File: src/rtl/dds_phase_gen.sv
// DDS phase accumulator and waveform shaper: consumes Ready/Enable sampling strobes
// and emits one registered 8-bit sample per strobe, two clocks after the strobe.
module dds_phase_gen #(
  parameter int ACC_W  = 24,
  parameter int DATA_W = 8
) (
  input  logic              Fg_CLK,
  input  logic              RESETn,
  input  logic              Ready,
  input  logic              Enable,
  input  logic [ACC_W-1:0]  FreqWord,
  input  logic [1:0]        WaveSel,
  output logic [DATA_W-1:0] SampData,
  output logic              SampValid,
  output logic              Wrap
);

  typedef enum logic {IDLE = 1'b0, RUN = 1'b1} state_t;

  localparam logic [1:0] WAVE_SAW  = 2'd0;
  localparam logic [1:0] WAVE_RAMP = 2'd1;
  localparam logic [1:0] WAVE_SQR  = 2'd2;

  state_t             state;
  state_t             stateNext;
  logic               accEn;
  logic               reload;
  logic [ACC_W:0]     sum;
  logic [ACC_W-1:0]   inc;
  logic [1:0]         wave;
  logic [ACC_W-1:0]   phase_p1;
  logic [1:0]         wave_p1;
  logic               carry_p1;
  logic               vld_p1;

  function automatic logic [DATA_W-1:0] shapeSample(input logic [ACC_W-1:0] ph,
                                                    input logic [1:0]       w);
    logic [DATA_W-1:0] p;
    logic [DATA_W-1:0] t;
    logic              m;
    p = ph[ACC_W-1 -: DATA_W];
    t = ph[ACC_W-2 -: DATA_W];
    m = ph[ACC_W-1];
    case (w)
      WAVE_SAW:  shapeSample = p;
      WAVE_RAMP: shapeSample = ~p;
      WAVE_SQR:  shapeSample = m ? '0 : '1;
      default:   shapeSample = m ? ~t : t;
    endcase
  endfunction

  always_ff @(posedge Fg_CLK or negedge RESETn) begin
    if (!RESETn) state <= IDLE;
    else         state <= stateNext;
  end

  always_comb begin
    stateNext = state;
    accEn     = 1'b0;
    case (state)
      IDLE: if (Ready) stateNext = RUN;
      RUN: begin
        if (!Ready) stateNext = IDLE;
        else        accEn = Enable;
      end
      default: stateNext = IDLE;
    endcase
  end

  assign sum = {1'b0, phase_p1} + {1'b0, inc};
  // Tuning word and wave only change at a phase boundary so a retune never glitches mid-period.
  assign reload = ((state == IDLE) && Ready) || (accEn && sum[ACC_W]);

  always_ff @(posedge Fg_CLK or negedge RESETn) begin
    if (!RESETn) begin
      inc  <= '0;
      wave <= '0;
    end else if (reload) begin
      inc  <= FreqWord;
      wave <= WaveSel;
    end
  end

  // ---- stage 1: accumulate ----
  always_ff @(posedge Fg_CLK or negedge RESETn) begin
    if (!RESETn) begin
      phase_p1 <= '0;
      wave_p1  <= '0;
      carry_p1 <= 1'b0;
      vld_p1   <= 1'b0;
    end else if ((state != RUN) || !Ready) begin
      phase_p1 <= '0;
      carry_p1 <= 1'b0;
      vld_p1   <= 1'b0;
    end else if (Enable) begin
      phase_p1 <= sum[ACC_W-1:0];
      carry_p1 <= sum[ACC_W];
      wave_p1  <= wave;
      vld_p1   <= 1'b1;
    end else begin
      vld_p1   <= 1'b0;
    end
  end

  // ---- stage 2: shape; a Ready drop kills a strobe still in flight ----
  always_ff @(posedge Fg_CLK or negedge RESETn) begin
    if (!RESETn) begin
      SampData  <= '0;
      SampValid <= 1'b0;
      Wrap      <= 1'b0;
    end else if (vld_p1 && (state == RUN) && Ready) begin
      SampData  <= shapeSample(phase_p1, wave_p1);
      SampValid <= 1'b1;
      Wrap      <= carry_p1;
    end else begin
      SampValid <= 1'b0;
      Wrap      <= 1'b0;
    end
  end

endmodule
File: config.mk
export PLATFORM = sky130hd
export DESIGN_NAME = dds_phase_gen
export DESIGN_NICKNAME = d
export VERILOG_FILES = /design/src/rtl/dds_phase_gen.sv
export SDC_FILE = /design/constraint.sdc
export NUM_CORES = 1
export LEC_CHECK = 0
export CORE_ASPECT_RATIO = 0.6
export CORE_MARGIN = 4
export CORE_UTILIZATION = 54
export CTS_BUF_LIST = sky130_fd_sc_hd__clkbuf_8
export CTS_CLUSTER_SIZE = 14
export DETAILED_ROUTE_END_ITERATION = 6
export PLACE_DENSITY = 0.89
export SETUP_SLACK_MARGIN = 0.5
export SYNTH_ARGS = -nofsm -noshare
export SYNTH_HDL_FRONTEND = slang
export SYNTH_SLANG_ARGS = --single-unit
File: constraint.sdc
create_clock -name Fg_CLK -period 2.35 [get_ports Fg_CLK]
set_input_delay 0.235 -clock Fg_CLK [delete_from_list [all_inputs] [get_ports Fg_CLK]]
set_output_delay 0.235 -clock Fg_CLK [all_outputs]
set_load 0.02 [all_outputs]
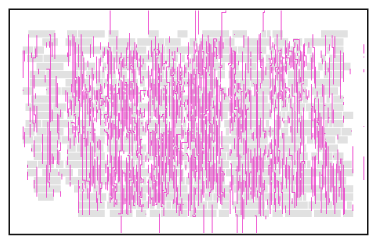
*M2 wires, run 1*
Drawn at 3 px/µm.
- longest straight run: 34.9 µm
- main direction: vertical
- share of all routed wire: 46%

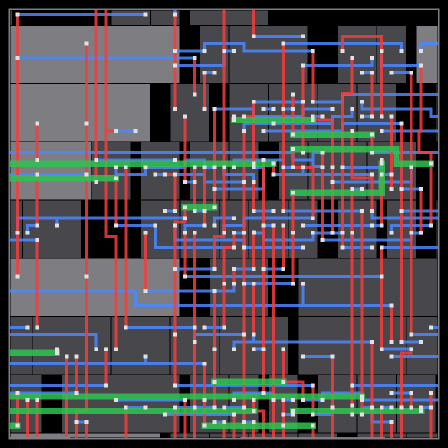
*Zoomed window, run 1*
Region (79, 46) to (99, 66) µm. Cells in grey, sequential cells in the stronger grey; small squares are vias.
- M2: red
- M1: blue
- M3: green
- most frequent: o21ai_0 (14), nand2_1 (9)
- cells with their middle in the window: 42
- netlist names of flops here include: SampData (2), phase_p1 (1)
- sequential cells in the window: 3

==> impl_metrics.py <==
# Auto-generated metrics
metrics = {
    "placement": {
        "pre_cts_ws_ps": -270.4,
        "portBuffers": 39,
        "globalplace.congestion": 0.9461,
    },
    "final_timing": {
        "rsz0062_at_grt": "true",
        "finalWorstSetupSlack_ps": -297.4,
        "worstMarginPinSlew_ps": 530.0,
        "max_freq_mhz": 377.7,
        "setup_violations": 31,
    },
    "synthesis": {
        "yosysWarnings": 0,
        "netlist_area_mm2": 0.003990,
        "synthArstFlopShare_pct": 100.0,
        "ys_sh_xor_pct": 2.854,
        "fa_ha_area_share_pct": 8.028,
        "synth_area_per_cell_um2": 9.388,
        "ys_seq_share_pct": 40.77,
        "synth_top_area_share_pct": 40.77,
        "largest_area_cell": "dfrtp_1",
        "ys.flop_type": "dfrtp_1",
        "top_logic_kind": "AND-OR/OR-AND gates",
    },
    "critical_path": {
        "critPathMaxFanout": 7,
        "cp_slowest_stage_delay_ps": 400,
        "rr_startpoint": "phase_p1[0]",
        "endpoint": "inc[12]",
        "cpMaxStageDelayCell": "dfrtp_1",
        "ff2ff_setup_slack_ps": -300,
    },
    "clock_tree": {
        "cts_root_buf": "clkbuf_8",
        "clock_sinks": 65,
        "htreeDepth": 3,
        "cts-resized-gates": 66,
        "cts_max_path_buffers": 2,
    },
    "grt": {
        "grt_pass1_wl_mm": 19.82,
        "grt_pass1_vias": 3991,
        "grt_overflow_total": 0,
        "grtUsageTotal_pct": 28.99,
        "grt_max_degree": 66,
    },
    "cells_and_area": {
        "area_delta_synth_final_pct": 44.28,
        "nets": 586,
        "diodes": 0,
        "layout_top_cell": "dfrtp_1",
    },
    "drt": {
        "routed_via_density": 6.390,
        "wl_mm": 12.65,
    },
    "pwr": {
        "total_power_w": 0.004500,
        "powerDensity_mw_per_mm2": 781.6,
    },
    "worst_hold_path": {
        "hold_class": "in2async",
    },
    "outcome": {
        "violations": "negative setup slack",
        "outcome": "finished, violations left",
    },
    "floorplanning": {
        "chipArea_mm2": 0.008874,
    },
}
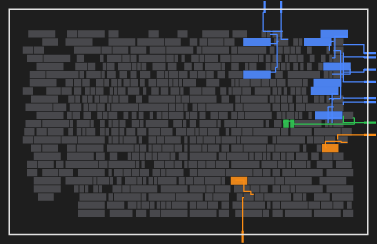
*Nets reached from selected ports, run 1*
Drawn at 3 px/µm.
- WaveSel: orange (bits 2; direction input; end cells 2; buffers 2; wire 43.6 µm)
- Enable: green (bits 1; direction input; end cells 2; buffers 1; wire 37.0 µm)
- SampData: blue (bits 8; direction output; end cells 8; buffers 8; wire 174 µm)

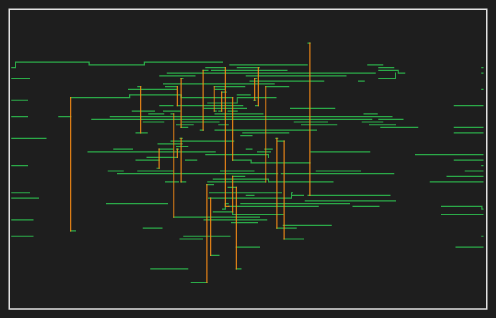
*Wiring by layer, run 1*
Drawn at 4 px/µm. Two of the layers only.
- M3: green (wire length 1410 µm)
- M4: orange (wire length 374 µm)

run 1: power by group:
group	leakage, nW	internal, W	switching (W)
clock network	0.137	0.000847	0.000479
logic	1.68	0.000847	0.000876
registers	0.824	0.00129	0.000163
total	2.64	0.00298	0.00152
run 1: layout make-up:
cell class	instances	area [µm²]
clock inverters	6	137.6
inverters	8	30.03
multi-input cells	336	2660
clock buffers	10	137.6
fillers	379	1150
flip-flops and latches	65	1629
repair buffers	111	1054
well taps	87	108.9
run 1: metal layers:
metal  vias up  part of all wire [%]  track usage [%]
met1      1897                    40            35.53
met5         -                     0                0
met2       248                    46            47.17
met4         0                   3.0            11.55
li1       1786                     -                -
met3        50                    11            11.25
Power is estimated from default activity; no workload was simulated.
